==> run_1/layer_met1.png <==
Bar = 50 µm.
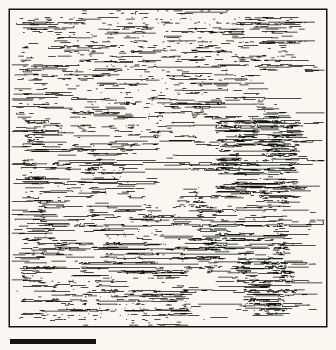
==> run_1/layer_met2.png <==
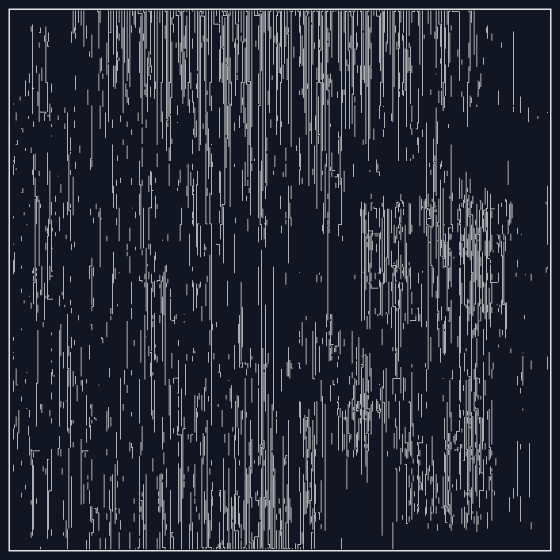
==> run_1/layer_met3.png <==
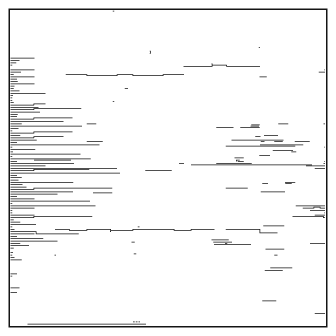
File: src/rtl/usb_txn_engine.sv
// USB host transaction engine: token/data/handshake sequencing with per-endpoint data toggles and retries.
// Latency: one FSM step per clk; tx packet fields are registered state, decoded combinationally per state.
// Backpressure: holds tx_* stable until tx_ready, holds rsp_* until rsp_ready, req_ready only in IDLE.
module usb_txn_engine #(
    parameter int DATA_W      = 64,
    parameter int TIMEOUT_CYC = 256,
    parameter int MAX_TRY     = 8,
    parameter int NUM_EP      = 16
) (
    input  logic              clk,
    input  logic              rst_L,
    input  logic              req_valid,
    output logic              req_ready,
    input  logic              req_dir,
    input  logic [6:0]        req_addr,
    input  logic [3:0]        req_endp,
    input  logic [DATA_W-1:0] req_data,
    input  logic              toggle_clr,
    output logic              tx_valid,
    input  logic              tx_ready,
    output logic [3:0]        tx_pid,
    output logic              tx_has_data,
    output logic [6:0]        tx_addr,
    output logic [3:0]        tx_endp,
    output logic [DATA_W-1:0] tx_data,
    input  logic              rx_busy,
    input  logic              rx_valid,
    input  logic [3:0]        rx_pid,
    input  logic              rx_crc_err,
    input  logic [DATA_W-1:0] rx_data,
    output logic              rsp_valid,
    input  logic              rsp_ready,
    output logic              rsp_ok,
    output logic [DATA_W-1:0] rsp_data
);

    localparam int TW = $clog2(TIMEOUT_CYC + 1);
    localparam logic [TW-1:0] TMO_LAST = TW'(TIMEOUT_CYC - 1);
    localparam logic [3:0]    TRY_LAST = 4'(MAX_TRY - 1);
    localparam logic [15:0]   EP_MASK  = 16'((32'h1 << NUM_EP) - 32'h1);

    localparam logic [3:0] PID_OUT   = 4'b0001;
    localparam logic [3:0] PID_IN    = 4'b1001;
    localparam logic [3:0] PID_DATA0 = 4'b0011;
    localparam logic [3:0] PID_DATA1 = 4'b1011;
    localparam logic [3:0] PID_ACK   = 4'b0010;
    localparam logic [3:0] PID_NAK   = 4'b1010;

    typedef enum logic [2:0] {IDLE, TOK, DTX, WHS, WDATA, HTX, RSP} state_t;

    state_t            state_q, state_d;
    logic              dir_q;
    logic [6:0]        addr_q;
    logic [3:0]        endp_q;
    logic [DATA_W-1:0] data_q;
    logic [3:0]        try_q, try_d;
    logic [TW-1:0]     timer_q, timer_d;
    logic [15:0]       tog_q;
    logic              dtx_tog_q, dtx_tog_d;
    logic              hs_nak_q, hs_nak_d;
    logic              good_q, good_d;
    logic              rsp_ok_q, rsp_ok_d;
    logic [DATA_W-1:0] rsp_data_q;
    logic              capture, load_data, flip, retry, tog_cur;

    assign tog_cur  = tog_q[endp_q];
    assign rsp_ok   = rsp_ok_q;
    assign rsp_data = rsp_data_q;

    always_comb begin
        state_d     = state_q;
        try_d       = try_q;
        timer_d     = timer_q;
        dtx_tog_d   = dtx_tog_q;
        hs_nak_d    = hs_nak_q;
        good_d      = good_q;
        rsp_ok_d    = rsp_ok_q;
        capture     = 1'b0;
        load_data   = 1'b0;
        flip        = 1'b0;
        retry       = 1'b0;
        req_ready   = 1'b0;
        tx_valid    = 1'b0;
        tx_pid      = 4'b0000;
        tx_has_data = 1'b0;
        tx_addr     = 7'd0;
        tx_endp     = 4'd0;
        tx_data     = '0;
        rsp_valid   = 1'b0;

        case (state_q)
            IDLE: begin
                req_ready = 1'b1;
                if (req_valid) begin
                    capture = 1'b1;
                    try_d   = 4'd0;
                    state_d = TOK;
                end
            end
            TOK: begin
                tx_valid = 1'b1;
                tx_pid   = dir_q ? PID_IN : PID_OUT;
                tx_addr  = addr_q;
                tx_endp  = endp_q;
                if (tx_ready) begin
                    timer_d   = '0;
                    // Latch the DATA PID so it cannot move under a stalled DTX.
                    dtx_tog_d = tog_cur & ~toggle_clr;
                    state_d   = dir_q ? WDATA : DTX;
                end
            end
            DTX: begin
                tx_valid    = 1'b1;
                tx_has_data = 1'b1;
                tx_pid      = dtx_tog_q ? PID_DATA1 : PID_DATA0;
                tx_addr     = addr_q;
                tx_endp     = endp_q;
                tx_data     = data_q;
                if (tx_ready) begin
                    timer_d = '0;
                    state_d = WHS;
                end
            end
            WHS: begin
                if (rx_valid) begin
                    if (!rx_crc_err && rx_pid == PID_ACK) begin
                        flip     = 1'b1;
                        rsp_ok_d = 1'b1;
                        state_d  = RSP;
                    end else begin
                        retry = 1'b1;
                    end
                end else if (timer_q == TMO_LAST) begin
                    retry = 1'b1;
                end else begin
                    timer_d = timer_q + TW'(1);
                end
            end
            WDATA: begin
                if (rx_valid) begin
                    if (rx_crc_err) begin
                        hs_nak_d = 1'b1;
                        good_d   = 1'b0;
                        state_d  = HTX;
                    end else if (rx_pid == PID_DATA0 || rx_pid == PID_DATA1) begin
                        // A stale toggle is still ACKed so the device advances, but its data is dropped.
                        hs_nak_d = 1'b0;
                        state_d  = HTX;
                        if ((rx_pid == PID_DATA1) == tog_cur) begin
                            load_data = 1'b1;
                            flip      = 1'b1;
                            good_d    = 1'b1;
                        end else begin
                            good_d = 1'b0;
                        end
                    end else begin
                        retry = 1'b1;
                    end
                end else if (!rx_busy) begin
                    if (timer_q == TMO_LAST) begin
                        retry = 1'b1;
                    end else begin
                        timer_d = timer_q + TW'(1);
                    end
                end
            end
            HTX: begin
                tx_valid = 1'b1;
                tx_pid   = hs_nak_q ? PID_NAK : PID_ACK;
                tx_addr  = addr_q;
                tx_endp  = endp_q;
                if (tx_ready) begin
                    if (good_q) begin
                        rsp_ok_d = 1'b1;
                        state_d  = RSP;
                    end else begin
                        retry = 1'b1;
                    end
                end
            end
            RSP: begin
                rsp_valid = 1'b1;
                if (rsp_ready) begin
                    state_d = IDLE;
                end
            end
            default: state_d = IDLE;
        endcase

        if (retry) begin
            if (try_q == TRY_LAST) begin
                rsp_ok_d = 1'b0;
                state_d  = RSP;
            end else begin
                try_d   = try_q + 4'd1;
                timer_d = '0;
                state_d = TOK;
            end
        end
    end

    always_ff @(posedge clk or negedge rst_L) begin
        if (!rst_L) begin
            state_q    <= IDLE;
            dir_q      <= 1'b0;
            addr_q     <= 7'd0;
            endp_q     <= 4'd0;
            data_q     <= '0;
            try_q      <= 4'd0;
            timer_q    <= '0;
            tog_q      <= 16'd0;
            dtx_tog_q  <= 1'b0;
            hs_nak_q   <= 1'b0;
            good_q     <= 1'b0;
            rsp_ok_q   <= 1'b0;
            rsp_data_q <= '0;
        end else begin
            state_q   <= state_d;
            try_q     <= try_d;
            timer_q   <= timer_d;
            dtx_tog_q <= dtx_tog_d;
            hs_nak_q  <= hs_nak_d;
            good_q    <= good_d;
            rsp_ok_q  <= rsp_ok_d;
            if (capture) begin
                dir_q  <= req_dir;
                addr_q <= req_addr;
                endp_q <= req_endp;
                data_q <= req_data;
            end
            if (load_data) begin
                rsp_data_q <= rx_data;
            end
            if (toggle_clr) begin
                tog_q <= 16'd0;
            end else if (flip) begin
                tog_q <= (tog_q ^ (16'h1 << endp_q)) & EP_MASK;
            end
        end
    end

endmodule

File: config.mk
export PLATFORM = sky130hd
export DESIGN_NAME = usb_txn_engine
export DESIGN_NICKNAME = d
export VERILOG_FILES = /design/src/rtl/usb_txn_engine.sv
export SDC_FILE = /design/constraint.sdc
export NUM_CORES = 1
export LEC_CHECK = 0
export CAP_MARGIN = 15
export CELL_PAD_IN_SITES_DETAIL_PLACEMENT = 0
export CELL_PAD_IN_SITES_GLOBAL_PLACEMENT = 2
export CORE_MARGIN = 1.5
export CORE_UTILIZATION = 27
export DETAILED_ROUTE_END_ITERATION = 10
export GPL_TIMING_DRIVEN = 0
export PLACE_DENSITY_LB_ADDON = 0.1
export SYNTH_ARGS = -nofsm -noshare
export SYNTH_HDL_FRONTEND = slang
export SYNTH_SLANG_ARGS = --single-unit
File: constraint.sdc
create_clock -name clk -period 3.26 [get_ports clk]
set_clock_uncertainty 0.1 [all_clocks]
set_input_delay 0.652 -clock clk [delete_from_list [all_inputs] [get_ports clk]]
set_output_delay 0.652 -clock clk [all_outputs]
set_load 0.02 [all_outputs]
==> ci_impl_report.md, run 1 <==
### Flow metrics

| Metric | Value |
|---|---|
| Status | completed |
| Storage cell area | 0.00441 mm² |
| Most common logic cells in the final layout | nand2_1, clkdlybuf4s50_1, dfrtp_1, and3_1, dlygate4sd2_1 |
| Hold Fails Final Rpt | 0 |
| Vias in the first global route | 7891 |
| CTS tree | done |
| Fin Setup TNS | 0 ns |
| Setup Viol. Count Final | 0 |
| Flip-flop and latch count | approximately 180 |
| Place WS | -0.581 ns |
| Met3 usage | under 10% |
| Antenna violations before repair | 3 |
| R2R setup slack | 0.26 ns |
| Minimum hold slack | between 0.05 and 0.06 ns |
| Fraction of area in registers | about a third |
| EDFF count, synth | 0 |
| Max stage delay on crit path | about 0.66 ns |
| CTS H-tree depth | 4 |
| Crit path to | timer_q[7] |
| Hold buffers post-CTS | 0 |
| Bufs w/o clock | ~370 |
| Crit path DRT | about 3.5 ns |
| Top Family by Delay on Critical Path | AND-OR/OR-AND gates |
Back to the opening pictures, layer_met1.png:
share of all routed wire: 44%
main direction: horizontal
via count: 7719
Total Wirelength: 30600 µm

Back to the opening pictures, layer_met2.png:
longest straight run: 68.3 µm
wire length on this layer: 14300 µm
nets with wire on the layer: 1120
main direction: vertical
met2 Usage GRT: 29.4%

Back to the opening pictures, layer_met3.png:
share of all routed wire: 7.4%
wire length on this layer: 2260 µm
nets with wire on the layer: 144

run 1: kinds of logic (layout without fill, tap and decap cells):
| kind of cell | after synthesis | count (layout) | synth area share (%) |
|---|---|---|---|
| other | 1 | 1 | 0.0427 |
| AOI/OAI and AO/OA | 119 | 119 | 8.88 |
| adders and majority gates | 3 | 3 | 0.399 |
| DFF | 176 | 176 | 50.2 |
| and+or+nand+nor | 450 | 450 | 24.4 |
| buffers and inverters | 73 | 403 | 3.74 |
| xor gates and xnor gates | 3 | 3 | 0.513 |
| muxes | 71 | 71 | 11.8 |
run 1: where the power goes:
part           total [mW]  switching, mW  internal (mW)
clock network        2.20          0.953           1.25
logic                3.92           2.32           1.60
registers            3.20          0.375           2.82
==> run 2, diff against run 1 <==
--- a/config.mk
+++ b/config.mk
@@ -5,6 +5,7 @@
 export SDC_FILE = /design/constraint.sdc
 export NUM_CORES = 1
 export LEC_CHECK = 0
+export ABC_AREA = 0
 export CAP_MARGIN = 15
 export CELL_PAD_IN_SITES_DETAIL_PLACEMENT = 0
 export CELL_PAD_IN_SITES_GLOBAL_PLACEMENT = 2
@@ -12,7 +13,7 @@
 export CORE_UTILIZATION = 27
 export DETAILED_ROUTE_END_ITERATION = 10
 export GPL_TIMING_DRIVEN = 0
-export PLACE_DENSITY_LB_ADDON = 0.1
+export PLACE_DENSITY = 0.91
 export SYNTH_ARGS = -nofsm -noshare
 export SYNTH_HDL_FRONTEND = slang
 export SYNTH_SLANG_ARGS = --single-unit
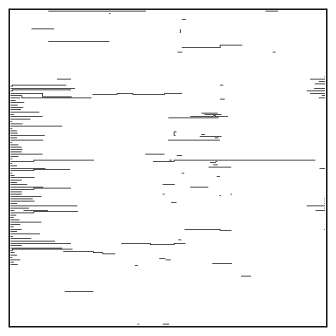
(run_2/layer_met3.png)
share of all routed wire: 5.6%
wire length on this layer: 1690 µm
longest straight run: 81.7 µm
met3 usage: 5.30%
Total Wirelength: 30200 µm
via count: 7839

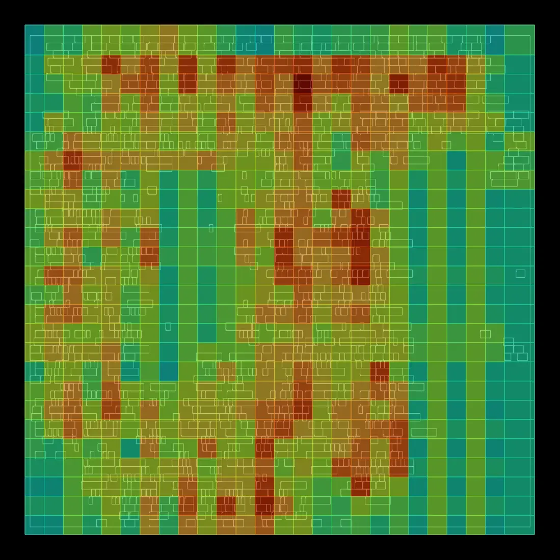
(run_2/congestion.png)
most used routing layer: met2
GR Layer Usage met1: 22.6%
GRT Overall Usage: 17.8%
final core utilization: 40.9%
drt wl/cell: 18.2 µm

==> ci_impl_report.md, run 2 <==
### Flow metrics

| Metric | Value |
|---|---|
| Minimum hold slack | 0.0707 ns (+0.0132 ns) |
| Status | completed |
| Fraction of area in registers | 33.9% (-0.17 points) |
| Hold buffers post-CTS | 0 (unchanged) |
| Hold Fails Final Rpt | 0 (unchanged) |
| Vias in the first global route | 7829 (-0.79%) |
| CTS clk-pin slew, worst paths | around 0.070 ns |
| Antenna violations before repair | 1 (-2) |
| Top Family by Delay on Critical Path | buffers and inverters |
| Place WS | -0.497 ns (+0.0836 ns) |
| Setup Viol. Count Final | 0 (unchanged) |
| P_int | 5.74 mW (+1.3%) |
| Combinational Power Share | 42.0% (about the same) |
| Power Dens Cells | roughly 720 mW/mm² |
| Met2 Usage GRT | 29.4% (+0.030 points) |
| Crit path to | tx_data[0] |
| R2R setup slack | 0.27 ns (about the same) |
| Crit path DRT | 2.51 ns (-0.97 ns) |
| Net Sw Frac | 38.8% (-0.38 points) |
| Flip-flop and latch count | 176 (unchanged) |
| Measured slew at the worst slew-check pin | 0.677 ns |
| CTS tree | done |
| EDFF count, synth | 0 (unchanged) |
| Storage cell area | 0.00441 mm² (unchanged) |
| Clk pwr share | 23.9% (+0.3 points) |
| Most common logic cells in the final layout | nand2_1, clkdlybuf4s50_1, dfrtp_1, and3_1 |
| Fin Setup TNS | 0 ns (unchanged) |
| Sequential share of power | 34.1% (-0.2 points) |
| Max stage delay on crit path | 0.64 ns (-0.02 ns) |
| Sw power | 3.64 mW (-0.33%) |
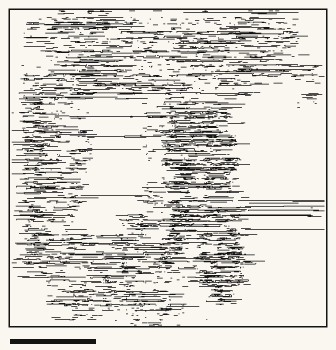
(run_2/layer_met1.png)
Bar = 50 µm.
longest straight run: 66.7 µm
main direction: horizontal
wire length on this layer: 12900 µm
share of all routed wire: 43%

[run 2: cells by family (layout without fill, tap and decap cells)]
family | Yosys count | after routing | synth area share [%]
mux | 71 | 71 | 11.8
flops | 176 | 176 | 50.2
fa+ha+maj | 3 | 3 | 0.399
compound gates | 119 | 119 | 8.88
other cells | 1 | 2 | 0.0427
simple gates | 450 | 450 | 24.4
xor+xnor | 3 | 3 | 0.513
buf+inv | 73 | 402 | 3.74
[run 2: power groups by stage]
stage               logic (mW)  clock network, mW  registers, mW
floorplan                 2.14                  0           3.28
global placement          4.01                  0           3.19
detailed placement        4.02                  0           3.20
CTS                       3.98               2.30           3.19
global route              4.29               2.38           3.28
finish                    3.94               2.25           3.20
[run 2: timing repair]
item                       in CTS  in global routing
resized                        70                 25
hold endpoints to repair        0                  0
setup endpoints to repair     133                 96
==> run 3, diff against run 2 <==
--- a/config.mk
+++ b/config.mk
@@ -13,6 +13,7 @@
 export CORE_UTILIZATION = 27
 export DETAILED_ROUTE_END_ITERATION = 10
 export GPL_TIMING_DRIVEN = 0
+export MAX_ROUTING_LAYER = met4
 export PLACE_DENSITY = 0.91
 export SYNTH_ARGS = -nofsm -noshare
 export SYNTH_HDL_FRONTEND = slang
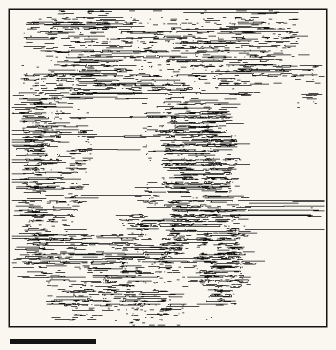
(run_3/layer_met1.png)
Bar = 50 µm.
longest straight run: 66.7 µm
wire length on this layer: 13000 µm
main direction: horizontal
share of all routed wire: 43%
nets with wire on the layer: 1235

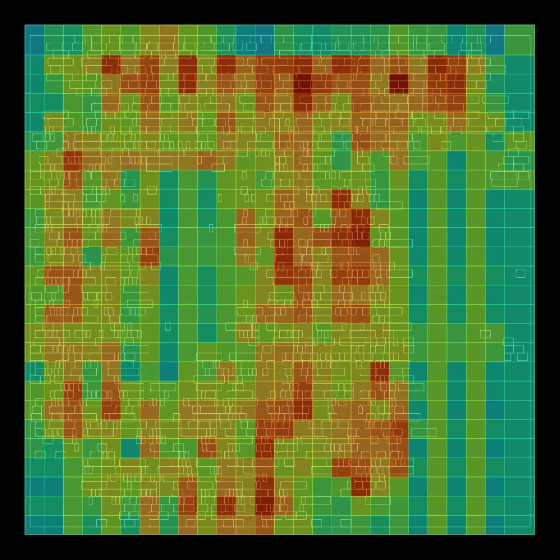
(run_3/congestion.png)
drt wl/cell: 18.2 µm
GR Layer Usage met1: 22.7%
met2 Usage GRT: 29.4%
GRT Overall Usage: 18.3%

==> ci_impl_report.md, run 3 <==
### Flow metrics

| Metric | Value |
|---|---|
| Status | completed |
| Flip-flop and latch count | 176 (unchanged) |
| Top Family by Delay on Critical Path | buffers and inverters |
| Area fraction in mux cells | 11.8% (unchanged) |
| Fraction of area in registers | 33.9% (about the same) |
| Simple Share, Synth | 24.4% (unchanged) |
| Yosys xor share | 0.513% (unchanged) |
| Sequential share of power | 34.1% (about the same) |
| # resized after CTS | 70 (unchanged) |
| Total Wirelength | 30200 µm (about the same) |
| Clk pwr share | 23.9% (about the same) |
| Vias in the first global route | 7849 (+0.26%) |
| Minimum hold slack | 0.0645 ns (-0.00625 ns) |
| Max stage delay on crit path | 0.63 ns (about the same) |
| Via count | 7861 (+0.28%) |
| Most common logic cells in the final layout | nand2_1, clkdlybuf4s50_1, dfrtp_1, and3_1 |
| Hold buffers post-CTS | 0 (unchanged) |
| Aoi/oai-family share of the synthesized area | 8.88% (unchanged) |
| Place WS | -0.497 ns (unchanged) |
| Top Consumer | combinational cells |
| Storage cell area | 0.00441 mm² (unchanged) |
| Main logic family | simple AND/OR/NAND/NOR gates |
| CTS tree | done |
| Adder Share, Synth | 0.399% (unchanged) |
| Power Dens Cells | 722 mW/mm² (about the same) |
| Met3 usage | 4.85% (-0.46 points) |
| P_comb | 3.94 mW (about the same) |
| Final core utilization | 40.9% (about the same) |
| Crit path DRT | 2.51 ns (about the same) |
| Hold Fails Final Rpt | 0 (unchanged) |
| EDFF count, synth | 0 (unchanged) |
| Seq pwr | 3.20 mW (about the same) |
| P_int | 5.74 mW (about the same) |
| Net Sw Frac | 38.8% (about the same) |
| Sw power | 3.64 mW (about the same) |
| Most used routing layer | met2 |
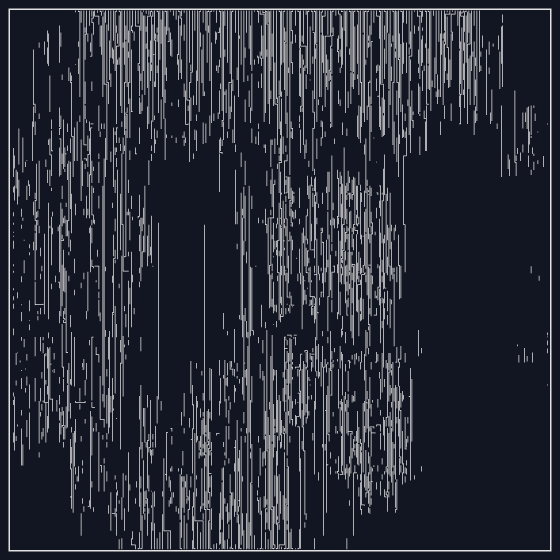
(run_3/layer_met2.png)
longest straight run: 84.3 µm
main direction: vertical
share of all routed wire: 50%
wire length on this layer: 15100 µm
nets with wire on the layer: 1144

run 3: path summary, 6_finish.rpt:
check,startpoint,to,slack [ns]
worst max-delay path,state_q[1],tx_data[3],0.14
worst min-delay path,rst_L,rsp_data[9],0.06
worst max register to register,endp_q[0],rsp_data[62],0.26
worst min register to register,data_q[23],data_q[23],0.37
max in group asynchronous,rst_L,data_q[23],2.05
min in group clk,data_q[23],data_q[23],0.37
run 3: cells by family after synthesis:
| group | after synthesis |
|---|---|
| AND-OR/OR-AND | 119 |
| XOR/XNOR | 3 |
| adder cells (fa/ha/maj) | 3 |
| buffers and inverters | 73 |
| flip-flops | 176 |
| multiplexers | 71 |
| other | 1 |
| AND/OR/NAND/NOR | 450 |
No activity file was given, so power comes from the tool's default toggle rates.
